[config.mk]
export PLATFORM = sky130hd
export DESIGN_NAME = prot_exception_check_flat
export DESIGN_NICKNAME = d
export VERILOG_FILES = /design/src/rtl/prot_exception_check_pkg.sv /design/src/rtl/prot_exception_check_if.sv /design/src/rtl/prot_limit_regfile.sv /design/src/rtl/prot_exception_check.sv /design/src/flat_wrapper.sv
export SDC_FILE = /design/constraint.sdc
export NUM_CORES = 1
export LEC_CHECK = 0
export CAP_MARGIN = 20
export CELL_PAD_IN_SITES_DETAIL_PLACEMENT = 1
export CELL_PAD_IN_SITES_GLOBAL_PLACEMENT = 1
export CORE_MARGIN = 3
export CORE_UTILIZATION = 41
export DETAILED_ROUTE_END_ITERATION = 6
export MAX_ROUTING_LAYER = met4
export PLACE_DENSITY_LB_ADDON = 0.1
export SLEW_MARGIN = 20
export SYNTH_ARGS = -nofsm -noshare
export SYNTH_HDL_FRONTEND = slang
export SYNTH_HIERARCHICAL = 1
export SYNTH_SLANG_ARGS = --single-unit
[constraint.sdc]
create_clock -name clk -period 4.9 [get_ports clk]
set_input_delay 0.735 -clock clk [delete_from_list [all_inputs] [get_ports clk]]
set_output_delay 0.735 -clock clk [all_outputs]
set_load 0.01 [all_outputs]
[src/rtl/prot_exception_check_pkg.sv]
// Shared types and constants for the protection-limit checker.
// Optional feature macro: PROT_WRITE_CHECK_EN (per-segment writable bits).
package prot_exception_check_pkg;

   localparam int NSEG = 6;
   localparam int AW   = 32;

   localparam logic [2:0] SEG_ES = 3'd0;
   localparam logic [2:0] SEG_CS = 3'd1;
   localparam logic [2:0] SEG_SS = 3'd2;
   localparam logic [2:0] SEG_DS = 3'd3;
   localparam logic [2:0] SEG_FS = 3'd4;
   localparam logic [2:0] SEG_GS = 3'd5;

   localparam logic [AW-1:0] LIM_RST = '1;

   typedef struct packed {
      logic [AW-1:0] end_addr;
      logic          carry;
      logic [2:0]    seg;
      logic          is_write;
      logic [7:0]    tag;
   } req_t;

   function automatic logic seg_in_range(logic [2:0] seg, int nseg);
      return int'(seg) < nseg;
   endfunction

endpackage

[src/rtl/prot_exception_check_if.sv]
// Request/result handshake bundle between RrAg, the checker and
// the memory-access stage.
interface prot_exception_check_if #(
   parameter int AW = 32
) ();

   logic          in_valid;
   logic          in_ready;
   logic [AW-1:0] in_end_addr;
   logic          in_carry;
   logic [2:0]    in_seg;
   logic          in_is_write;
   logic [7:0]    in_tag;

   logic          out_valid;
   logic          out_ready;
   logic          out_fault;
   logic [7:0]    out_tag;

   modport master (
      output in_valid,
      output in_end_addr,
      output in_carry,
      output in_seg,
      output in_is_write,
      output in_tag,
      output out_ready,
      input  in_ready,
      input  out_valid,
      input  out_fault,
      input  out_tag
   );

   modport slave (
      input  in_valid,
      input  in_end_addr,
      input  in_carry,
      input  in_seg,
      input  in_is_write,
      input  in_tag,
      input  out_ready,
      output in_ready,
      output out_valid,
      output out_fault,
      output out_tag
   );

endinterface

[src/rtl/prot_limit_regfile.sv]
// Per-segment limit storage with a write-first read port.
// Writable bits exist only when PROT_WRITE_CHECK_EN is defined.
module prot_limit_regfile #(
   parameter int NSEG = 6,
   parameter int AW   = 32
) (
   input  logic          clk,
   input  logic          rst_n,
   input  logic          we,
   input  logic [2:0]    sel,
   input  logic [AW-1:0] wdata,
   input  logic          wr_ok,
   input  logic [2:0]    rd_sel,
   output logic [AW-1:0] rd_lim,
   output logic          rd_wr_ok
);

   import prot_exception_check_pkg::*;

   logic [AW-1:0] lim_q [NSEG];
   logic          wr_hit;

   assign wr_hit = we && seg_in_range(sel, NSEG);

   always_ff @(posedge clk) begin
      if (!rst_n) begin
         for (int i = 0; i < NSEG; i++) begin
            lim_q[i] <= '1;
         end
      end else if (wr_hit) begin
         for (int i = 0; i < NSEG; i++) begin
            if (sel == 3'(i)) lim_q[i] <= wdata;
         end
      end
   end

   // Same-cycle write to the read index wins over the stored value.
   always_comb begin
      rd_lim = '1;
      for (int i = 0; i < NSEG; i++) begin
         if (rd_sel == 3'(i)) rd_lim = lim_q[i];
      end
      if (wr_hit && (sel == rd_sel)) rd_lim = wdata;
   end

`ifdef PROT_WRITE_CHECK_EN
   logic [NSEG-1:0] wr_q;

   always_ff @(posedge clk) begin
      if (!rst_n) begin
         wr_q <= '1;
      end else if (wr_hit) begin
         for (int i = 0; i < NSEG; i++) begin
            if (sel == 3'(i)) wr_q[i] <= wr_ok;
         end
      end
   end

   always_comb begin
      rd_wr_ok = 1'b1;
      for (int i = 0; i < NSEG; i++) begin
         if (rd_sel == 3'(i)) rd_wr_ok = wr_q[i];
      end
      if (wr_hit && (sel == rd_sel)) rd_wr_ok = wr_ok;
   end
`else
   logic unused_wr_ok;

   assign unused_wr_ok = wr_ok;
   assign rd_wr_ok     = 1'b1;
`endif

endmodule

[src/rtl/prot_exception_check.sv]
// Two-stage protection-limit checker with sticky first-fault record.
// Optional macro PROT_WRITE_CHECK_EN adds store-to-readonly faults.
module prot_exception_check #(
   parameter int NSEG = 6,
   parameter int AW   = 32
) (
   input  logic                  clk,
   input  logic                  rst_n,
   prot_exception_check_if.slave bus,
   input  logic                  lim_we,
   input  logic [2:0]            lim_sel,
   input  logic [AW-1:0]         lim_wdata,
   input  logic                  lim_wr_ok,
   input  logic                  flush,
   output logic                  exc_valid,
   output logic [2:0]            exc_seg,
   output logic [AW-1:0]         exc_addr,
   input  logic                  exc_clear
);

   import prot_exception_check_pkg::*;

   req_t          in_req;
   logic [AW-1:0] rd_lim;
   logic          rd_wr_ok;

   logic          s1_valid;
   req_t          s1_req;
   logic [AW-1:0] s1_lim;
   logic          s1_wr_ok;
   logic          s1_fault;

   logic          s2_valid;
   logic          s2_fault;
   logic [7:0]    s2_tag;
   logic [2:0]    s2_seg;
   logic [AW-1:0] s2_addr;

   logic          s1_load;
   logic          s2_load;
   logic          accept;
   logic          xfer_fault;

   assign in_req = '{
      end_addr: bus.in_end_addr,
      carry:    bus.in_carry,
      seg:      bus.in_seg,
      is_write: bus.in_is_write,
      tag:      bus.in_tag
   };

   prot_limit_regfile #(
      .NSEG (NSEG),
      .AW   (AW)
   ) u_regfile (
      .clk      (clk),
      .rst_n    (rst_n),
      .we       (lim_we),
      .sel      (lim_sel),
      .wdata    (lim_wdata),
      .wr_ok    (lim_wr_ok),
      .rd_sel   (bus.in_seg),
      .rd_lim   (rd_lim),
      .rd_wr_ok (rd_wr_ok)
   );

   assign s2_load     = !s2_valid || bus.out_ready;
   assign s1_load     = !s1_valid || s2_load;
   assign accept      = bus.in_valid && s1_load;
   assign bus.in_ready = s1_load;

   always_comb begin
      s1_fault = s1_req.carry
              || (s1_req.end_addr > s1_lim)
              || !seg_in_range(s1_req.seg, NSEG);
`ifdef PROT_WRITE_CHECK_EN
      if (s1_req.is_write && !s1_wr_ok) s1_fault = 1'b1;
`endif
   end

`ifndef PROT_WRITE_CHECK_EN
   logic unused_wr;

   assign unused_wr = ^{s1_req.is_write, s1_wr_ok};
`endif

   // Limit is captured at acceptance so later writes cannot
   // retroactively change the verdict of an in-flight request.
   always_ff @(posedge clk) begin
      if (!rst_n) begin
         s1_valid <= 1'b0;
         s1_req   <= '0;
         s1_lim   <= '1;
         s1_wr_ok <= 1'b1;
      end else begin
         if (flush) begin
            s1_valid <= 1'b0;
         end else if (s1_load) begin
            s1_valid <= bus.in_valid;
         end
         if (accept) begin
            s1_req   <= in_req;
            s1_lim   <= rd_lim;
            s1_wr_ok <= rd_wr_ok;
         end
      end
   end

   always_ff @(posedge clk) begin
      if (!rst_n) begin
         s2_valid <= 1'b0;
         s2_fault <= 1'b0;
         s2_tag   <= '0;
         s2_seg   <= '0;
         s2_addr  <= '0;
      end else begin
         if (flush) begin
            s2_valid <= 1'b0;
         end else if (s2_load) begin
            s2_valid <= s1_valid;
         end
         if (s2_load && s1_valid) begin
            s2_fault <= s1_fault;
            s2_tag   <= s1_req.tag;
            s2_seg   <= s1_req.seg;
            s2_addr  <= s1_req.end_addr;
         end
      end
   end

   assign bus.out_valid = s2_valid;
   assign bus.out_fault = s2_fault;
   assign bus.out_tag   = s2_tag;

   assign xfer_fault = s2_valid && bus.out_ready && s2_fault;

   // A new fault leaving in the clear cycle replaces the old record.
   always_ff @(posedge clk) begin
      if (!rst_n) begin
         exc_valid <= 1'b0;
         exc_seg   <= '0;
         exc_addr  <= '0;
      end else if (xfer_fault && (!exc_valid || exc_clear)) begin
         exc_valid <= 1'b1;
         exc_seg   <= s2_seg;
         exc_addr  <= s2_addr;
      end else if (exc_clear) begin
         exc_valid <= 1'b0;
      end
   end

endmodule

[src/flat_wrapper.sv]
// flat-port wrapper written by rule: the top's interface ports become plain ports
module prot_exception_check_flat import prot_exception_check_pkg::*;
#(
   parameter int NSEG = 6,
   parameter int AW   = 32
)
  (clk, rst_n, lim_we, lim_sel, lim_wdata, lim_wr_ok, flush, exc_valid, exc_seg, exc_addr, exc_clear, bus_in_valid, bus_in_end_addr, bus_in_carry, bus_in_seg, bus_in_is_write, bus_in_tag, bus_out_ready, bus_in_ready, bus_out_valid, bus_out_fault, bus_out_tag);
  prot_exception_check_if #(.AW(AW)) bus_i ();
  input  logic clk;
  input  logic rst_n;
  input  logic lim_we;
  input  logic [2:0] lim_sel;
  input  logic [AW-1:0] lim_wdata;
  input  logic lim_wr_ok;
  input  logic flush;
  output logic exc_valid;
  output logic [2:0] exc_seg;
  output logic [AW-1:0] exc_addr;
  input  logic exc_clear;
  input wire logic [$bits(bus_i.in_valid)-1:0] bus_in_valid;
  input wire logic [$bits(bus_i.in_end_addr)-1:0] bus_in_end_addr;
  input wire logic [$bits(bus_i.in_carry)-1:0] bus_in_carry;
  input wire logic [$bits(bus_i.in_seg)-1:0] bus_in_seg;
  input wire logic [$bits(bus_i.in_is_write)-1:0] bus_in_is_write;
  input wire logic [$bits(bus_i.in_tag)-1:0] bus_in_tag;
  input wire logic [$bits(bus_i.out_ready)-1:0] bus_out_ready;
  output wire logic [$bits(bus_i.in_ready)-1:0] bus_in_ready;
  output wire logic [$bits(bus_i.out_valid)-1:0] bus_out_valid;
  output wire logic [$bits(bus_i.out_fault)-1:0] bus_out_fault;
  output wire logic [$bits(bus_i.out_tag)-1:0] bus_out_tag;
  assign bus_i.in_valid = bus_in_valid;
  assign bus_i.in_end_addr = bus_in_end_addr;
  assign bus_i.in_carry = bus_in_carry;
  assign bus_i.in_seg = bus_in_seg;
  assign bus_i.in_is_write = bus_in_is_write;
  assign bus_i.in_tag = bus_in_tag;
  assign bus_i.out_ready = bus_out_ready;
  assign bus_in_ready = bus_i.in_ready;
  assign bus_out_valid = bus_i.out_valid;
  assign bus_out_fault = bus_i.out_fault;
  assign bus_out_tag = bus_i.out_tag;
  prot_exception_check #(.NSEG(NSEG), .AW(AW)) u_core (.clk(clk), .rst_n(rst_n), .bus(bus_i), .lim_we(lim_we), .lim_sel(lim_sel), .lim_wdata(lim_wdata), .lim_wr_ok(lim_wr_ok), .flush(flush), .exc_valid(exc_valid), .exc_seg(exc_seg), .exc_addr(exc_addr), .exc_clear(exc_clear));
endmodule
Fig. 1: run 1, sequential cells colored by netlist name
Scale: 2 px per um.
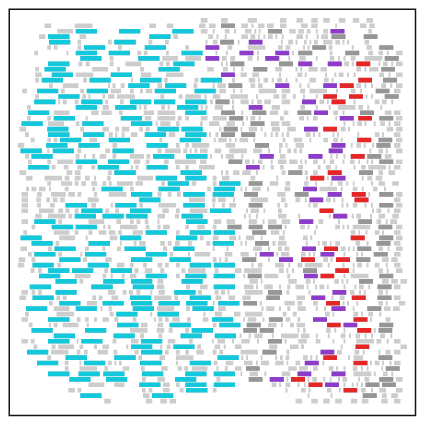
- red: u_core/s2_addr (sequential cells 32; where a vertical strip on the right)
- cyan: u_core/u_regfile/lim_q (sequential cells 192)
- purple: u_core/s1_req (sequential cells 44; where a vertical strip on the right)
Register Area: 8929 sq um
Seq/total area: 47.53%

Fig. 2: run 1, routing congestion
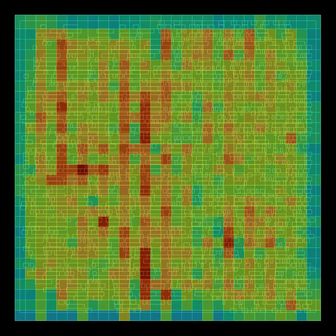
GR met3 Demand/Resource: 2.899%
total routing resource utilization after global routing: 20.38%
GR Util met1: 27.23%

==> Flow_metrics.wiki, run 1 <==
=== Physical design figures ===
{| class="wikitable"
! Metric !! Value
|-
| Status || finished, final reports clean
|-
| Synth warn || 6
|-
| Core Area || 37,840 sq um
|-
| Maximum number of pins on one net before global-route repair || 93
|-
| Capture point of the critical path || u_core/u_regfile/lim_q[1][17]$_SDFFCE_PN1P_
|-
| Clock tree from TritonCTS || yes
|-
| Share of power burned in registers || 49.0%
|-
| Setup total negative slack || 0 ns
|-
| Registers with the highest flip-flop counts || u_core/u_regfile/lim_q x192, u_core/s1_req x44
|-
| Power in sequential cells || 3.30 mW
|-
| Pre-placement core utilization || 41.77%
|-
| Clk power || 2.82 mW
|-
| Worst hold path cell count || 2
|-
| Post-CTS Repair Setup Buffers || 0
|-
| Overflow after GRT || 0
|-
| Late-Pin Clk Latency || 0.53 ns
|-
| Fin. max-slew vios || 0
|-
| Antenna Violating Nets Remaining || 0
|-
| Maximum clock insertion buffer count || 3
|-
| Chip Area || 40,950 sq um
|-
| Routed len/inst || 19.98 um
|-
| Type of the worst setup path || input port to flip-flop
|-
| Combinational group share of total power || 9.2%
|-
| Share of the final layout cell area in multi-input gates || 33.40%
|-
| Final cycle utilization of the critical path || 58.88%
|-
| Root buf cell || sky130_fd_sc_hd__clkbuf_16
|-
| Hold WC Path Type || flip-flop to flip-flop
|-
| Layout clock area frac || 6.534%
|-
| Number of nets at floorplan || 1,522
|-
| Largest register by flop count || u_core/u_regfile/lim_q
|-
| Leading cell type in the layout, fill and taps excluded || sky130_fd_sc_hd__nand2_1
|-
| Number of flip-flops and latches || 350
|-
| First-pass iteration count of the detailed router || 4
|-
| DRC violations left || 0
|-
| Hold Slack || 0.4522 ns
|-
| Num CTS Buffers || 40
|-
| IO Pins || 135
|-
| Hold_buf cts || 0
|-
| Maximum vdd ir drop || 0.2244 mV
|-
| Total number of multi-input combinational cells || 913
|-
| Total Power Consumption || 6.737 mW
|-
| Least-Margin Pin Slew || 0.9186 ns
|-
| Hold worst-path end || u_core/exc_addr[7]$_SDFFE_PN0P_
|-
| Tmin final || 2.885 ns
|-
| Area share of buffers outside the clock network || 8.445%
|-
| Number of non-filler instances in the completed layout || 2,042
|-
| Vertical die dimension || 202.4 um
|-
| Max-cap viol count || 0
|-
| Highest attainable clock frequency || 0.3466 GHz
|-
| Number of antenna violations at the first check in global routing || 1
|-
| Largest clock skew in the final design || 0.01916 ns
|-
| Number of I/O port buffers || 132
|-
| Total power density per cell area || 358.6 nW/um^2
|-
| Non-Clock Inverter Count || 34
|-
| Switching power || 1.552 mW
|-
| Filler Cells Inserted || 4,064
|-
| Critical Path RT || 5.17 ns
|-
| # clock sinks || 350
|-
| Largest fanout of any net on the critical path || 74
|-
| Dominant logic cell types in the final layout || 285 x sky130_fd_sc_hd__nand2_1, 192 x sky130_fd_sc_hd__edfxtp_1, 158 x sky130_fd_sc_hd__dfxtp_1
|-
| Total combinational power || 0.618 mW
|-
| Endpoint kind of the worst setup timing path || flip-flop
|-
| Headroom to the max-slew limit || 38.76%
|-
| Largest register FFs || 192
|-
| Clock group share of total power || 41.8%
|}
Fig. 3: run 1, cells by drive strength
Scale: 2 px per um.
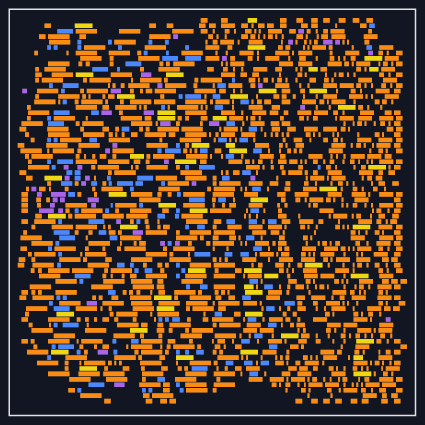
- yellow: x6 and larger (cells 51; most used clkbuf_16)
- purple: x3 and x4 (cells 45; most used buf_4)
- blue: x2 (cells 158; most used or2_2)
- orange: x1 and smaller (cells 1,276; most used nand2_1)
Syn-to-layout area delta: 18.83%
worst path setup slack after routing: 2.015 ns
post-route standard cell area excluding fillers: 18,790 sq um
non-clock buffer instance count of the final layout: 163

Fig. 4: run 1, the metal 2 layer
Scale: 2 px per um.
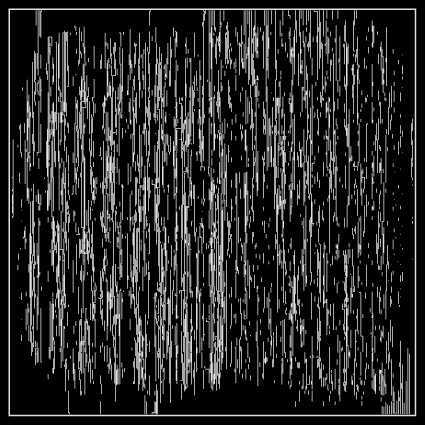
- nets with wire on the layer: 1,362
- wire length on this layer: 19,400 um
- main direction: vertical
met2 track demand over resource in global routing: 33.41%
Final Routed Wirelength: 40,800 um
routed via count: 10,660

==> run 1: metrics by stage <==
stage	worst slack, ns	util [%]
after CTS	1.966	49.63
final	2.015	49.64
after detailed placement	1.398	46.38
after global placement	1.473	46.38
after global routing	1.866	49.64
after floorplan	1.071	-
==> run 1: worst max-delay path, cell delays in order <==
cell and delay [ns]:
sky130_fd_sc_hd__buf_4 0.63, sky130_fd_sc_hd__nand3_1 0.15, sky130_fd_sc_hd__buf_4 0.38, sky130_fd_sc_hd__or3_1 0.60, sky130_fd_sc_hd__buf_4 0.32, sky130_fd_sc_hd__or2_2 0.30
==> run 1: metal layers <==
layer,vias to the layer above,routed length (um),GRT usage (%)
li1,5167,-,-
met1,5284,19250,27.23
met2,160,19450,33.41
met3,50,1443,2.899
met4,0,665,4.355
met5,-,0,-
==> inputs of run 2 (changes only) <==
==> constraint.sdc (replaced) <==
create_clock -name clk -period 2.7 [get_ports clk]
set_input_delay 0.405 -clock clk [delete_from_list [all_inputs] [get_ports clk]]
set_output_delay 0.405 -clock clk [all_outputs]
set_load 0.01 [all_outputs]
==> run 2 against run 1 <==
Effect of this change: total power increased by 81%; flip-flop count unchanged; clock power increased by 77%; sequential power increased by 82%; non-clock buffer count increased by 16; synthesized cell count unchanged; design area increased by 1.1%; final cell count increased by 0.54%.
==> Flow_metrics.wiki, run 2 <==
=== Physical design figures ===
{| class="wikitable"
! Metric !! Value
|-
| Power in sequential cells || 5.99 mW (+82%)
|-
| Lkg Pwr || 6.714 nW
|-
| Critical Path RT || 2.30 ns (-2.87 ns)
|-
| Placed wire-length estimate after detailed placement || 27,000 um
|-
| DRC violations left || 0 (unchanged)
|-
| Clock tree from TritonCTS || yes
|-
| Final cycle utilization of the critical path || 77.50%
|-
| Headroom to the max-slew limit || 54.26% (+15 points)
|-
| Number of non-filler instances in the completed layout || 2,053 (+0.54%)
|-
| Count of placed standard cells including taps || 1,987
|-
| First-pass iteration count of the detailed router || 5 (+1)
|-
| Status || finished, final reports clean
|-
| Netlist area before placement || 15,810 sq um
|-
| Arrival time at the worst endpoint || 1.69 ns
|-
| Number of I/O port buffers || 132 (unchanged)
|-
| Filler Cells Inserted || 4,037 (-0.66%)
|-
| Initial drt markers || 707
|-
| Vias per cell || 5.260
|-
| Post-placement worst setup slack || 0.1970 ns (-1.201 ns)
|-
| Avg Inst Size Synth || 11.28 sq um
|-
| Root buf cell || sky130_fd_sc_hd__clkbuf_16
|-
| Type of the worst setup path || flip-flop to primary output
|-
| Largest delay contributor family on the critical path || buffers and inverters
|-
| Number of antenna violations at the first check in global routing || 0 (-1)
|-
| Highest-power group || registers
|-
| GR Util met1 || 28.59% (+1.4 points)
|-
| Site row count || 71
|-
| Critical Path, Cell by Cell || nor2b_4 -> nand2_1 -> clkdlybuf4s50_1
|-
| Final Setup Violations || 0
|-
| Setup crit start kind || flip-flop
|-
| CP max stage cell || sky130_fd_sc_hd__clkdlybuf4s50_1
|-
| X dimension of the die || 202.4 um
|-
| Most Used Layer, Global Route || met2
|-
| Clock slew at reported path FFs || 0.06 ns
|-
| GR met3 Demand/Resource || 3.060% (+0.16 points)
|-
| Leading cell type in the layout, fill and taps excluded || sky130_fd_sc_hd__nand2_1
|-
| Largest fanout of any net on the critical path || 4 (-95%)
|-
| Cell area after placement || 17,810 sq um
|-
| Cell-internal power || 9.345 mW
|-
| Hold WC Path Type || input port to flip-flop
|-
| Tmin final || 2.093 ns
|-
| Total Power Consumption || 12.16 mW (+81%)
|-
| Number of standard cells after synthesis || 1,402
|-
| Depth of the worst register-to-register path || 7
|-
| Tool Warnings || 31
|-
| Highest attainable clock frequency || 0.4779 GHz
|-
| Core Area || 37,840 sq um (unchanged)
|-
| Logic depth of the worst path, buffers included || 3 (-3)
|-
| Total combinational power || 1.17 mW (+89%)
|-
| Hold_buf cts || 0 (unchanged)
|-
| Num CTS Buffers || 38 (-5.0%)
|-
| Share of power burned in registers || 49.3% (+0.3 points)
|-
| Switching power || 2.817 mW (+82%)
|-
| Hold Startpoint || rst_n
|-
| Switching Share || 23.16%
|-
| Number of nets at floorplan || 1,522 (unchanged)
|-
| Routed len/inst || 20.58 um (+3.0%)
|-
| IO Pins || 135 (unchanged)
|-
| RSZ-0062 raised after global routing || no
|-
| Chip Area || 40,950 sq um (unchanged)
|-
| Total power density per cell area || 640.2 nW/um^2 (+79%)
|-
| Maximum clock insertion buffer count || 3 (unchanged)
|-
| # clock sinks || 350 (unchanged)
|-
| Final hold violations || 0
|-
| Combinational group share of total power || 9.6% (+0.4 points)
|-
| Registers with the highest flip-flop counts || u_core/u_regfile/lim_q x192, u_core/s1_req x44
|-
| Worst R2R Start || u_core/s1_lim[11]$_SDFFE_PN1P_
|-
| Maximum vdd ir drop || 0.3290 mV (+47%)
|-
| Dominant logic cell types in the final layout || 285 x sky130_fd_sc_hd__nand2_1, 192 x sky130_fd_sc_hd__edfxtp_1, 158 x sky130_fd_sc_hd__dfxtp_1
|-
| Final Routed Wirelength || 42,260 um (+3.6%)
|-
| Count of buffering cells on the critical path with inverters included || 1 (-2)
|-
| Met2 track demand over resource in global routing || 33.66% (+0.24 points)
|-
| Synth warn || 6 (unchanged)
|-
| Layout net count || 1,636
|-
| Clk power || 5.00 mW (+77%)
|-
| N_diodes || 0
|-
| Setup total negative slack || 0 ns (unchanged)
|-
| Largest register FFs || 192 (unchanged)
|-
| Worst hold path cell count || 2 (unchanged)
|-
| Maximum number of pins on one net before global-route repair || 154 (+66%)
|-
| Worst setup path start || u_core/bus.out_valid$_SDFFE_PP0P_
|-
| Late-Pin Clk Latency || 0.53 ns (about the same)
|-
| Routed via count || 10,800 (+1.3%)
|-
| Count of cells resized by post-cts repair || 0
|-
| Max-cap viol count || 0 (unchanged)
|-
| Largest register by flop count || u_core/u_regfile/lim_q
|-
| Hold Slack || 0.2136 ns (-0.2386 ns)
|-
| Total routing resource utilization after global routing || 20.94% (+0.56 points)
|-
| Clock group share of total power || 41.1% (-0.7 points)
|-
| Stage delay of the slowest cell on the critical path || 0.49 ns (-0.14 ns)
|-
| Vertical die dimension || 202.4 um (unchanged)
|-
| Utilization after layout || 50.20% (+0.56 points)
|-
| H-tree depth || 2
|-
| Least-Margin Pin Slew || 0.6862 ns (-0.2325 ns)
|-
| Fin. max-slew vios || 0 (unchanged)
|-
| Share of layout cells above drive strength 1 || 17.25%
|-
| Pre-placement core utilization || 41.77% (unchanged)
|-
| Overflow after GRT || 0 (unchanged)
|-
| Routability Congestion || 0.7664
|-
| Vias in the first global route || 11,310
|-
| Largest clock skew in the final design || 0.01924 ns (+0.00008130 ns)
|-
| Antenna Violating Nets Remaining || 0 (unchanged)
|-
| Global-route wire length before repair || 65,520 um
|-
| Endpoint kind of the worst setup timing path || primary output
|-
| Post-CTS Repair Setup Buffers || 0 (unchanged)
|}
==> run 2: layer usage <==
layer,share of wire (%),vias up
met1,47,5347
met5,0,-
li1,-,5199
met4,1.6,0
met2,47,207
met3,4.5,46
==> run 2: worst paths after layout <==
| path | end | slack (ns) |
|---|---|---|
| min | u_core/s1_lim[21]$_SDFFE_PN1P_ | 0.21 |
| max reg2reg | u_core/bus.out_fault$_SDFFE_PN0P_ | 0.77 |
| max | bus_in_ready | 0.61 |
| min reg2reg | u_core/exc_addr[6]$_SDFFE_PN0P_ | 0.45 |
==> run 2: final cells by class <==
cell class,instances,area [sq um],area share [%]
multi-input combinational,913,6271,33.01
clock inverter,5,25.02,0.1317
clock buffer,61,1162,6.118
tap,511,639.4,3.365
sequential,350,8929,47.00
inverter,34,127.6,0.6718
timing repair buffer,179,1844,9.708
Fig. 5: run 2, cells by drive strength
Scale: 2 px per um.
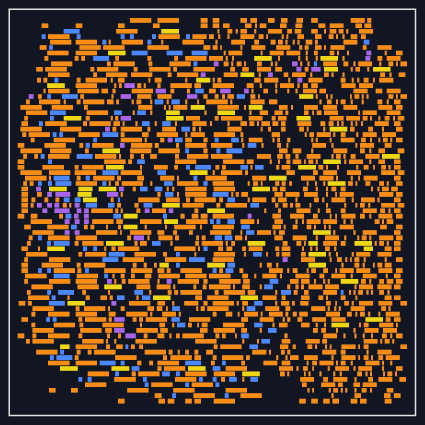
- orange: x1 and smaller (cells 1,276; most used nand2_1)
- blue: x2 (cells 155; most used or2_2)
- purple: x3 and x4 (cells 51; most used buf_4)
- yellow: x6 and larger (cells 60; most used clkbuf_16)
non-clock buffer instance count of the final layout: 179
Syn-to-layout area delta: 20.17%
worst path setup slack after routing: 0.6074 ns
post-route standard cell area excluding fillers: 19,000 sq um

Fig. 6: run 2, a small window of the routed layout
Region (89, 89) to (114, 114) um. Cells in gray, sequential cells in the stronger gray; small squares are vias.
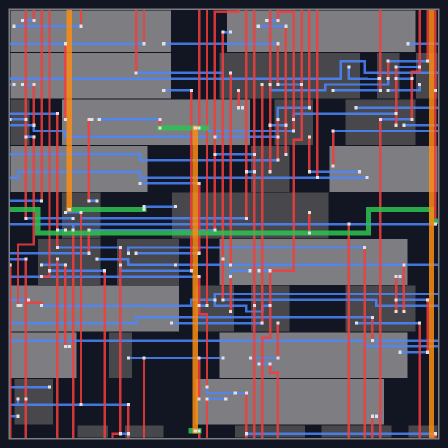
- red: M2
- orange: M4
- blue: M1
- green: M3
- sequential cells in the window: 10
- cells with their middle in the window: 26
- netlist names of flops here include: u_core/u_regfile/lim_q (10)
- most frequent: edfxtp_1 (10), or3_1 (5)

==> inputs of run 3 (changes only) <==
==> constraint.sdc (replaced) <==
create_clock -name clk -period 2.1 [get_ports clk]
set_input_delay 0.315 -clock clk [delete_from_list [all_inputs] [get_ports clk]]
set_output_delay 0.315 -clock clk [all_outputs]
set_load 0.01 [all_outputs]
==> run 3 against run 2 <==
Effect of this change: final cell count up 1.5%; first-iteration DRC count down 30%; sequential power up 29%; worst hold slack better by 0.11 ns; via count up 0.61%; clock skew down 0.0060 ns; die area unchanged; sequential share of layout area down 0.92 points; core utilization up 1.0 points; synthesized area unchanged; critical path type unchanged; largest power group unchanged.
==> Flow_metrics.wiki, run 3 <==
=== Physical design figures ===
{| class="wikitable"
! Metric !! Value
|-
| DRC violations left || 0 (unchanged)
|-
| Pre-placement core utilization || 41.77% (unchanged)
|-
| Avg Inst Size Synth || 11.28 sq um (unchanged)
|-
| Critical Path RT || 1.78 ns (-0.52 ns)
|-
| Least-Margin Pin Slew || 0.6825 ns (-0.003716 ns)
|-
| Chip Area || 40,950 sq um (unchanged)
|-
| Netlist area before placement || 15,810 sq um (unchanged)
|-
| Share of the final layout cell area in multi-input gates || 32.36% (-0.64 points)
|-
| Headroom to the max-slew limit || 54.50% (+0.25 points)
|-
| Maximum vdd ir drop || 0.6122 mV (+86%)
|-
| Routability Congestion || 0.7675 (+0.14%)
|-
| Hold Startpoint || rst_n
|-
| Cell area after placement || 18,110 sq um (+1.7%)
|-
| Core Area || 37,840 sq um (unchanged)
|-
| Clock slew at reported path FFs || 0.06 ns (about the same)
|-
| Initial drt markers || 492 (-30%)
|-
| Hold WC Path Type || input port to flip-flop
|-
| Highest attainable clock frequency || 0.5065 GHz
|-
| Lkg Pwr || 6.920 nW (+3.1%)
|-
| Largest cell class by area || sequential cells
|-
| Endpoint kind of the worst setup timing path || primary output
|-
| Layout clock area frac || 6.516% (+0.27 points)
|-
| # clock sinks || 350 (unchanged)
|-
| RSZ-0062 raised after global routing || no
|-
| Number of standard cells after synthesis || 1,402 (unchanged)
|-
| Depth of the worst register-to-register path || 6 (-1)
|-
| Number of non-filler instances in the completed layout || 2,084 (+1.5%)
|-
| Fin. max-slew vios || 0 (unchanged)
|-
| Global-route wire length before repair || 65,720 um (+0.32%)
|-
| Layout clock buffers || 61 (unchanged)
|-
| Number of I/O port buffers || 132 (unchanged)
|-
| Arrival time at the worst endpoint || 1.66 ns (-0.03 ns)
|-
| Area share of buffers outside the clock network || 11.06% (+1.3 points)
|-
| Late-Pin Clk Latency || 0.53 ns (about the same)
|-
| Setup crit start kind || flip-flop
|-
| Hold worst-path end || u_core/s1_lim[3]$_SDFFE_PN1P_
|-
| Number of flip-flops and latches || 350 (unchanged)
|-
| Tmin final || 1.974 ns
|-
| Overflow after GRT || 0 (unchanged)
|-
| Antenna Violating Nets Remaining || 0 (unchanged)
|-
| Worst setup path start || u_core/bus.out_valid$_SDFFE_PP0P_
|-
| Final hold violations || 0 (unchanged)
|-
| Clock tree from TritonCTS || yes
|-
| Routed via count || 10,870 (+0.61%)
|-
| Type of the worst setup path || flip-flop to primary output
|-
| Post-CTS Repair Setup Buffers || 0 (unchanged)
|-
| Worst hold path cell count || 3 (+1)
|-
| Vias in the first global route || 11,140 (-1.5%)
|-
| Registers with the highest flip-flop counts || u_core/u_regfile/lim_q x192, u_core/s1_req x44
|-
| Count of cells resized by post-cts repair || 0 (unchanged)
|-
| Post-placement worst setup slack || -0.2738 ns (-0.4708 ns)
|-
| X dimension of the die || 202.4 um (unchanged)
|-
| Max-cap viol count || 0 (unchanged)
|-
| Num CTS Buffers || 40 (+5.3%)
|-
| Maximum clock insertion buffer count || 3 (unchanged)
|-
| Share of layout cells above drive strength 1 || 18.91% (+1.7 points)
|-
| First-pass iteration count of the detailed router || 5 (unchanged)
|-
| Non-Clock Inverter Count || 34 (unchanged)
|-
| Hold Slack || 0.3235 ns (+0.1099 ns)
|-
| Vias per cell || 5.214 (-0.89%)
|-
| N_diodes || 2 (+2)
|-
| IO Pins || 135 (unchanged)
|-
| Largest fanout of any net on the critical path || 4 (unchanged)
|-
| Capture point of the critical path || bus_in_ready
|-
| Tool Warnings || 32 (+3.2%)
|-
| Largest register by flop count || u_core/u_regfile/lim_q
|-
| Status || finished, final reports clean
|-
| Utilization after layout || 51.20% (+1.0 points)
|-
| Seq/total area || 46.08% (-0.92 points)
|-
| Placed wire-length estimate after detailed placement || 27,990 um (+3.7%)
|-
| Register-to-register path setup slack || 0.25 ns (-0.52 ns)
|-
| Total power density per cell area || 823.1 nW/um^2 (+29%)
|-
| Filler Cells Inserted || 4,006 (-0.77%)
|-
| Largest register FFs || 192 (unchanged)
|-
| Tap cell instance count || 511 (unchanged)
|-
| Routed len/inst || 20.18 um (-2.0%)
|-
| Largest clock skew in the final design || 0.01328 ns (-0.005956 ns)
|-
| H-tree depth || 2 (unchanged)
|-
| Layout net count || 1,661 (+1.5%)
|-
| Total number of multi-input combinational cells || 913 (unchanged)
|-
| Reg2reg end || u_core/bus.out_fault$_SDFFE_PN0P_
|-
| Final Setup Violations || 0 (unchanged)
|-
| Number of antenna violations at the first check in global routing || 0 (unchanged)
|-
| Vertical die dimension || 202.4 um (unchanged)
|-
| Total Power Consumption || 15.95 mW (+31%)
|-
| Total routing resource utilization after global routing || 21.01% (+0.069 points)
|-
| Hold_buf cts || 0 (unchanged)
|-
| Dominant logic cell types in the final layout || 285 x sky130_fd_sc_hd__nand2_1, 192 x sky130_fd_sc_hd__edfxtp_1, 158 x sky130_fd_sc_hd__dfxtp_1
|-
| Count of placed standard cells including taps || 2,010 (+1.2%)
|-
| Root buf cell || sky130_fd_sc_hd__clkbuf_16
|-
| Site row count || 71 (unchanged)
|-
| MI comb area || 6271 sq um (unchanged)
|-
| Number of nets at floorplan || 1,522 (unchanged)
|-
| Register Area || 8929 sq um (unchanged)
|-
| Leading cell type in the layout, fill and taps excluded || sky130_fd_sc_hd__nand2_1
|-
| Worst R2R Start || u_core/s1_req[24]$_SDFFE_PN0P_
|-
| Final cycle utilization of the critical path || 94.01%
|-
| Maximum number of pins on one net before global-route repair || 115 (-25%)
|-
| Synth warn || 6 (unchanged)
|-
| Setup total negative slack || 0 ns (unchanged)
|}
## run 3: worst max-delay path, cell delays in order, from the launching register on
cell and delay [ns]:
sky130_fd_sc_hd__dfxtp_1 0.37, sky130_fd_sc_hd__nor2b_4 0.17, sky130_fd_sc_hd__nand2_1 0.10, sky130_fd_sc_hd__clkdlybuf4s50_1 0.50
## run 3: power by group
group / internal (mW) / total [mW] / leakage [nW] / switching (mW)
clock: 3.95 / 6.67 / 0.628 / 2.72
sequential: 7.58 / 7.71 / 3.20 / 0.134
combinational: 0.707 / 1.57 / 3.09 / 0.860
## run 3: routing by layer
layer,vias up,part of all wire [%],GRT usage [%]
met3,40,4.2,2.754
met1,5374,48,29.43
met4,0,1.3,3.885
li1,5259,-,-
met2,192,46,33.33
met5,-,0,-
Fig. 7: run 3, the metal 2 layer
Scale: 2 px per um.
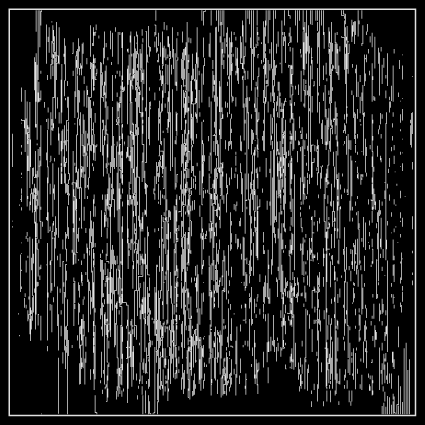
- wire length on this layer: 19,500 um
- nets with wire on the layer: 1,403
Final Routed Wirelength: 42,060 um
met2 track demand over resource in global routing: 33.33%

Fig. 8: run 3, cells by drive strength
Scale: 2 px per um.
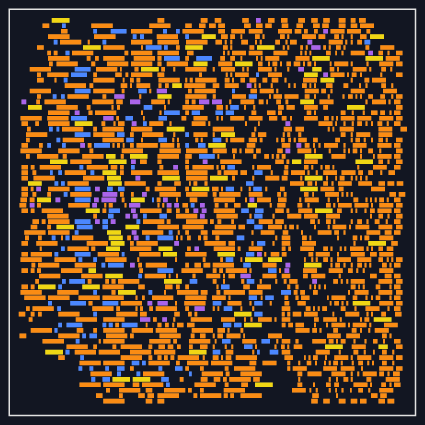
- yellow: x6 and larger (cells 74; most used clkbuf_16)
- purple: x3 and x4 (cells 63; most used buf_4)
- blue: x2 (cells 160; most used or2_2)
- orange: x1 and smaller (cells 1,274; most used nand2_1)
post-route standard cell area excluding fillers: 19,380 sq um
non-clock buffer instance count of the final layout: 202
Syn-to-layout area delta: 22.56%
worst path setup slack after routing: 0.1258 ns

Power is estimated from default activity; no workload was simulated.
